Fig. 1: run 1, pin map
Pins as bars across the die edge, other pins in grey.
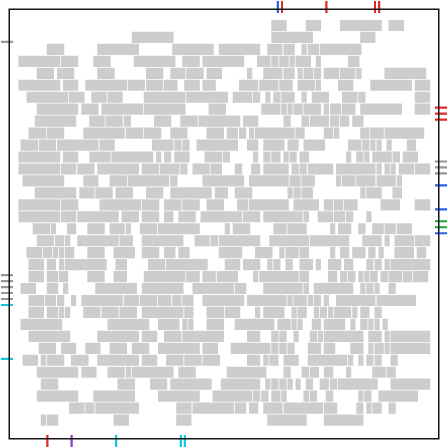
Fig. 2: run 1, metal 4
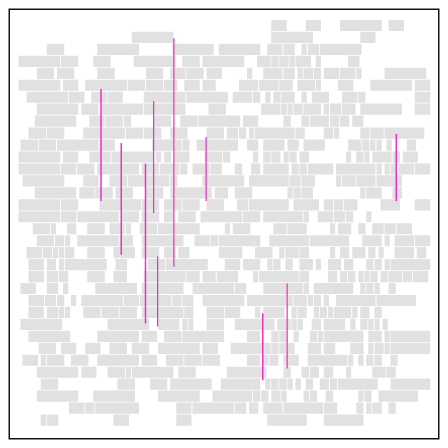
Fig. 3: run 1, clock distribution
The bar under the picture is 20 um long.
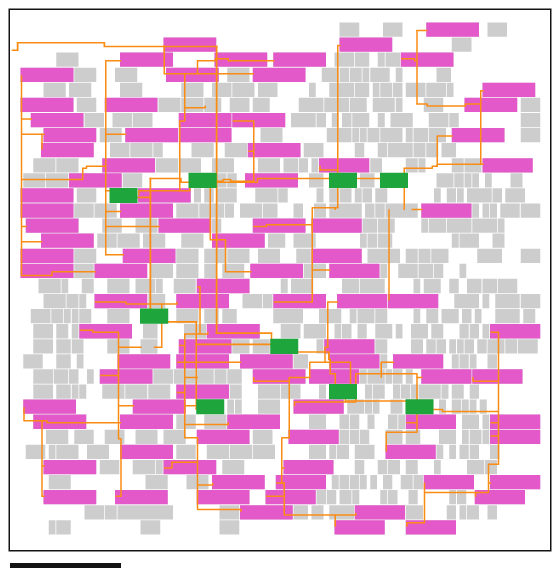
==> config.mk <==
export PLATFORM = sky130hd
export DESIGN_NAME = seg_message_player
export DESIGN_NICKNAME = d
export VERILOG_FILES = /design/src/rtl/seg_message_player.sv
export SDC_FILE = /design/constraint.sdc
export NUM_CORES = 1
export LEC_CHECK = 0
export CAP_MARGIN = 20
export CORE_MARGIN = 1.5
export CORE_UTILIZATION = 60
export DETAILED_ROUTE_END_ITERATION = 7
export GPL_TIMING_DRIVEN = 0
export PLACE_DENSITY = 0.8
export SYNTH_ARGS = -nofsm -noshare
export SYNTH_HDL_FRONTEND = slang
export SYNTH_SLANG_ARGS = --single-unit
==> constraint.sdc <==
create_clock -name clk -period 5.3 [get_ports clk]
set_clock_uncertainty 0.05 [all_clocks]
set_input_delay 0.795 -clock clk [delete_from_list [all_inputs] [get_ports clk]]
set_output_delay 0.795 -clock clk [all_outputs]
set_load 0.01 [all_outputs]
==> CHANGELOG.md, run 1 <==
## Implementation

* Maximum VDD drop at around 290 uV
* CTS tree: done
* Mapped Nets at 513
* Critical Path RT at between 5 and 6 ns
* Setup slack at placement at 0.0327 ns
* Outcome: finished clean
* CLK BUF at 9
* Top cell category: multi-input combinational cells
* Rel. slew slack at between 40% and 50%
* Internal power at 1460 uW
* Logic gate share of total power at 29.9%
* DR iter-0 viols at between 100 and 150
* Setup Buffers After CTS at 0
* Maxcap violations at 0
* Sw Share at 33.0%
* Grt ovf at 0
* Critical path launch point type: input pin
* Seq/total area at around two fifths
* Placed Cells at slightly above 600
* Max reg flops at 60
* Port bufs at 27
* Post-layout power at roughly 2200 uW
* Detail Route Antenna Nets at 0
* Final std cells w/o fill at ~630
* Met1 Track Usage GR at between 30 and 40%
* Synth top cells by count: 67 x dfstp_2, 67 x mux2_2, 34 x nand2_1, 32 x nor2_1
* Comb area share at about 45%
* RSZ-0062 raised after global routing: false
* Logic area at approximately 2700 um^2
* CP bufs+invs at 5
* R2R setup slack at about 0.9 ns
* Cell type with the largest total area: dfstp_2
* Most frequent cells in the layout: 67 x mux2_2, 67 x dfstp_2, 34 x nand2_1, 32 x nor2_1
* Cell area after layout at between 5000 and 6000 um^2
* Largest net degree at the start of global routing at about 60
* Critical path class: in -> reg
* Worst path depth at 17
* Power share of the clock group at about 23%
* Drt pass-1 iters at 5
* Drt via density at approximately 6
* Leakage at roughly 0.0025 uW
* Share of cells above drive strength 1 at between 30% and 40%
* Peak Freq at roughly 0.20 GHz
* Routed WL per cell at around 18 um
* Non-Clock Inverter Count at 14
* Ant. Diodes at 0
* GRT busiest layer: met2
* Placeable Area at between 8000 and 9000 um^2
* Placement Rows at 34
* Max Transition Viols Final at 0
* Seq share, synth at 47.0%
* Antenna violations before repair at 0
* Post-route setup TNS at 0 ns
* Top logic family: multiplexers
* CTS resizes at 0
* CP arrival at ~5.1 ns
* CTS Buffer Depth at 2
* Grt met3 use at between 5 and 6%
* Register area at about 2500 um^2
* Final worst slack at just over 0.4 ns
* Number of enable flip-flop cells at 0
* Mapped Area at between 5000 and 6000 um^2
* Tap Count at 108
* Placed Instance Area at slightly below 6000 um^2
* Sw Pwr at a little over 700 uW
* Pwr dens at 365 nW/um^2
* Final nets at about 550
* Final hold vios at 0
* DRC errors left at 0
* Fp_density at about 62%
* Hold Path Class: reg -> reg
* WL met3 at between 500 and 600 um
* Global placement routability congestion at slightly above 0.8
* Met2 WL post-DR at ~5.6 mm
* Reg power frac at a little under half
* First-pass GRT wire length at about 19 mm
* Biggest consumer: sequential cells
* Min Clock Period, post-route at around 4.9 ns
* Root Buffer Master: clkbuf_8
About Fig. 1:
colour	port	pins	direction	edge
green	speed	2	input	east
red	seg_out	8	output	4 north, 3 east, 1 south
cyan	wr_char	5	input	3 south, 2 west
blue	index	4	output	3 east, 1 north
purple	reset	1	input	south
all pins by edge	11 east, 8 west, 5 north, 5 south
Die Y: 97.4 um
Die X: 97.4 um

About Fig. 2:
longest straight run	51.7 um
nets with wire on the layer	9
share of all routed wire	2.2%
main direction	vertical
via count: 3878
Post-Route WL: 11.2 mm

About Fig. 3:
[magenta] flip-flops | count: 97
[orange] clock wires | length: 1130 um
[green] clock drivers | count: 9
routed clock nets	10
clk latency late pin: 0.37 ns
Clk power: 491 uW

==> run 2, diff against run 1 <==
--- a/config.mk
+++ b/config.mk
@@ -10,6 +10,7 @@
 export CORE_UTILIZATION = 60
 export DETAILED_ROUTE_END_ITERATION = 7
 export GPL_TIMING_DRIVEN = 0
+export HOLD_SLACK_MARGIN = 0.12
 export PLACE_DENSITY = 0.8
 export SYNTH_ARGS = -nofsm -noshare
 export SYNTH_HDL_FRONTEND = slang
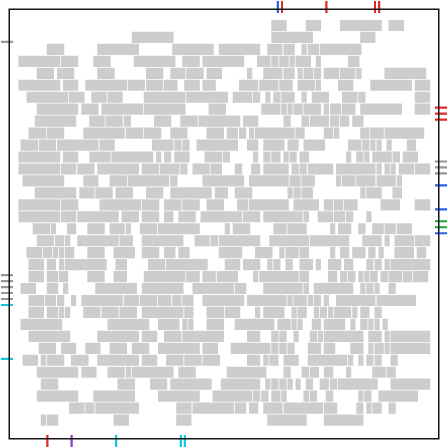
Fig. 4. Pin map (run 2).
Pins as bars across the die edge, other pins in grey.
colour	port	pins	direction	edge
purple	reset	1	input	south
red	seg_out	8	output	4 north, 3 east, 1 south
blue	index	4	output	3 east, 1 north
green	speed	2	input	east
cyan	wr_char	5	input	3 south, 2 west
all pins by edge	11 east, 8 west, 5 north, 5 south
port bufs: 27

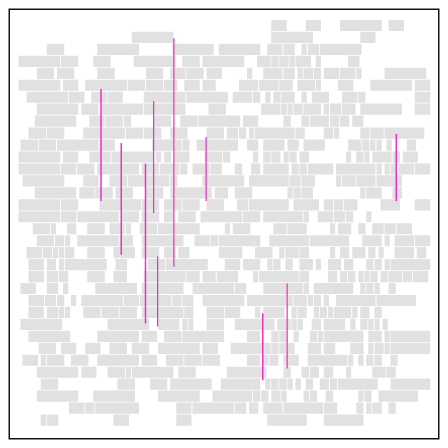
Fig. 5. Metal 4 (run 2).
nets with wire on the layer	9
main direction	vertical
wire length on this layer	242 um
share of all routed wire	2.2%
longest straight run	51.7 um

==> CHANGELOG.md, run 2 <==
## Implementation

* Most frequent cells in the layout: 67 x mux2_2, 67 x dfstp_2, 34 x nand2_1, 32 x nor2_1
* Final hold vios at 0
* Comb area share at approximately 45%
* Global placement routability congestion at between 0.8 and 0.9
* Reg power frac at 47.6%
* Routed WL per cell at between 15 and 20 um
* Via count at about 3900
* Internal power at about 1500 uW
* CTS resizes at 0
* Drt pass-1 iters at 5
* Post-Route WL at roughly 11 mm
* Critical Path RT at between 5 and 6 ns
* Antenna violations before repair at 0
* Largest net degree at the start of global routing at about 60
* Max Transition Viols Final at 0
* Number of enable flip-flop cells at 0
* Final worst slack at slightly above 0.4 ns
* Ant. Diodes at 0
* Top cell category: multi-input combinational cells
* Sw Pwr at 721 uW
* Die X at 97.4 um
* Sw Share at roughly a third
* Maximum VDD drop at between 200 and 300 uV
* CP bufs+invs at 5
* Mapped Area at between 5000 and 6000 um^2
* Critical path class: in -> reg
* Placed Cells at 618
* Peak Freq at between 0.2 and 0.25 GHz
* First-pass GRT wire length at approximately 19 mm
* Logic gate share of total power at around 30%
* CP arrival at approximately 5 ns
* Register area at ~2500 um^2
* Rel. slew slack at a little under half
* Outcome: finished clean
* Critical path launch point type: input pin
* CTS tree: done
* Logic area at between 2000 and 3000 um^2
* R2R setup slack at 0.92 ns
* Placed Instance Area at 5780 um^2
* Min Clock Period, post-route at 4.89 ns
* Setup slack at placement at 0.0327 ns
* DRC errors left at 0
* Met1 Track Usage GR at a little under a third
* Grt ovf at 0
* CTS Buffer Depth at 2
* Met2 WL post-DR at about 5.6 mm
* Detail Route Antenna Nets at 0
* GRT busiest layer: met2
* Maxcap violations at 0
* Placement Rows at 34
* Seq share, synth at a little under half
* Hold Path Class: reg -> reg
* Mapped Nets at ~510
* Synth top cells by count: 67 x dfstp_2, 67 x mux2_2, 34 x nand2_1, 32 x nor2_1
* Leakage at 0.00247 uW
* Tap Count at 108
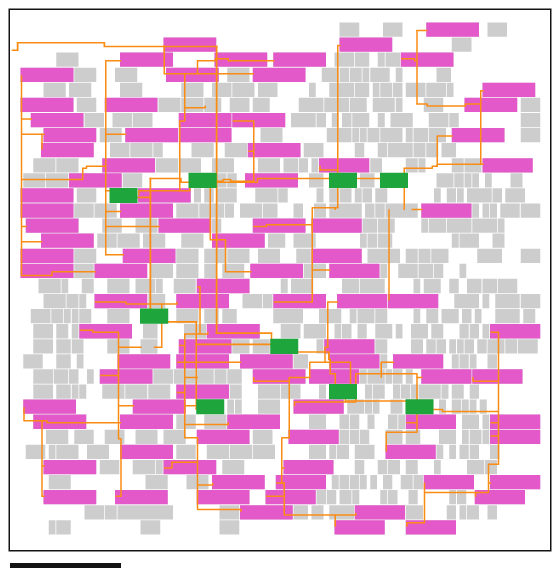
Fig. 6. Clock distribution (run 2).
The bar under the picture is 20 um long.
[orange] clock wires | length: 1130 um
[magenta] flip-flops | count: 97
[green] clock drivers | count: 9
routed clock nets	10
flops lie	spread over the die
power share of the clock group: 22.5%

No activity file was given, so power comes from the tool's default toggle rates.
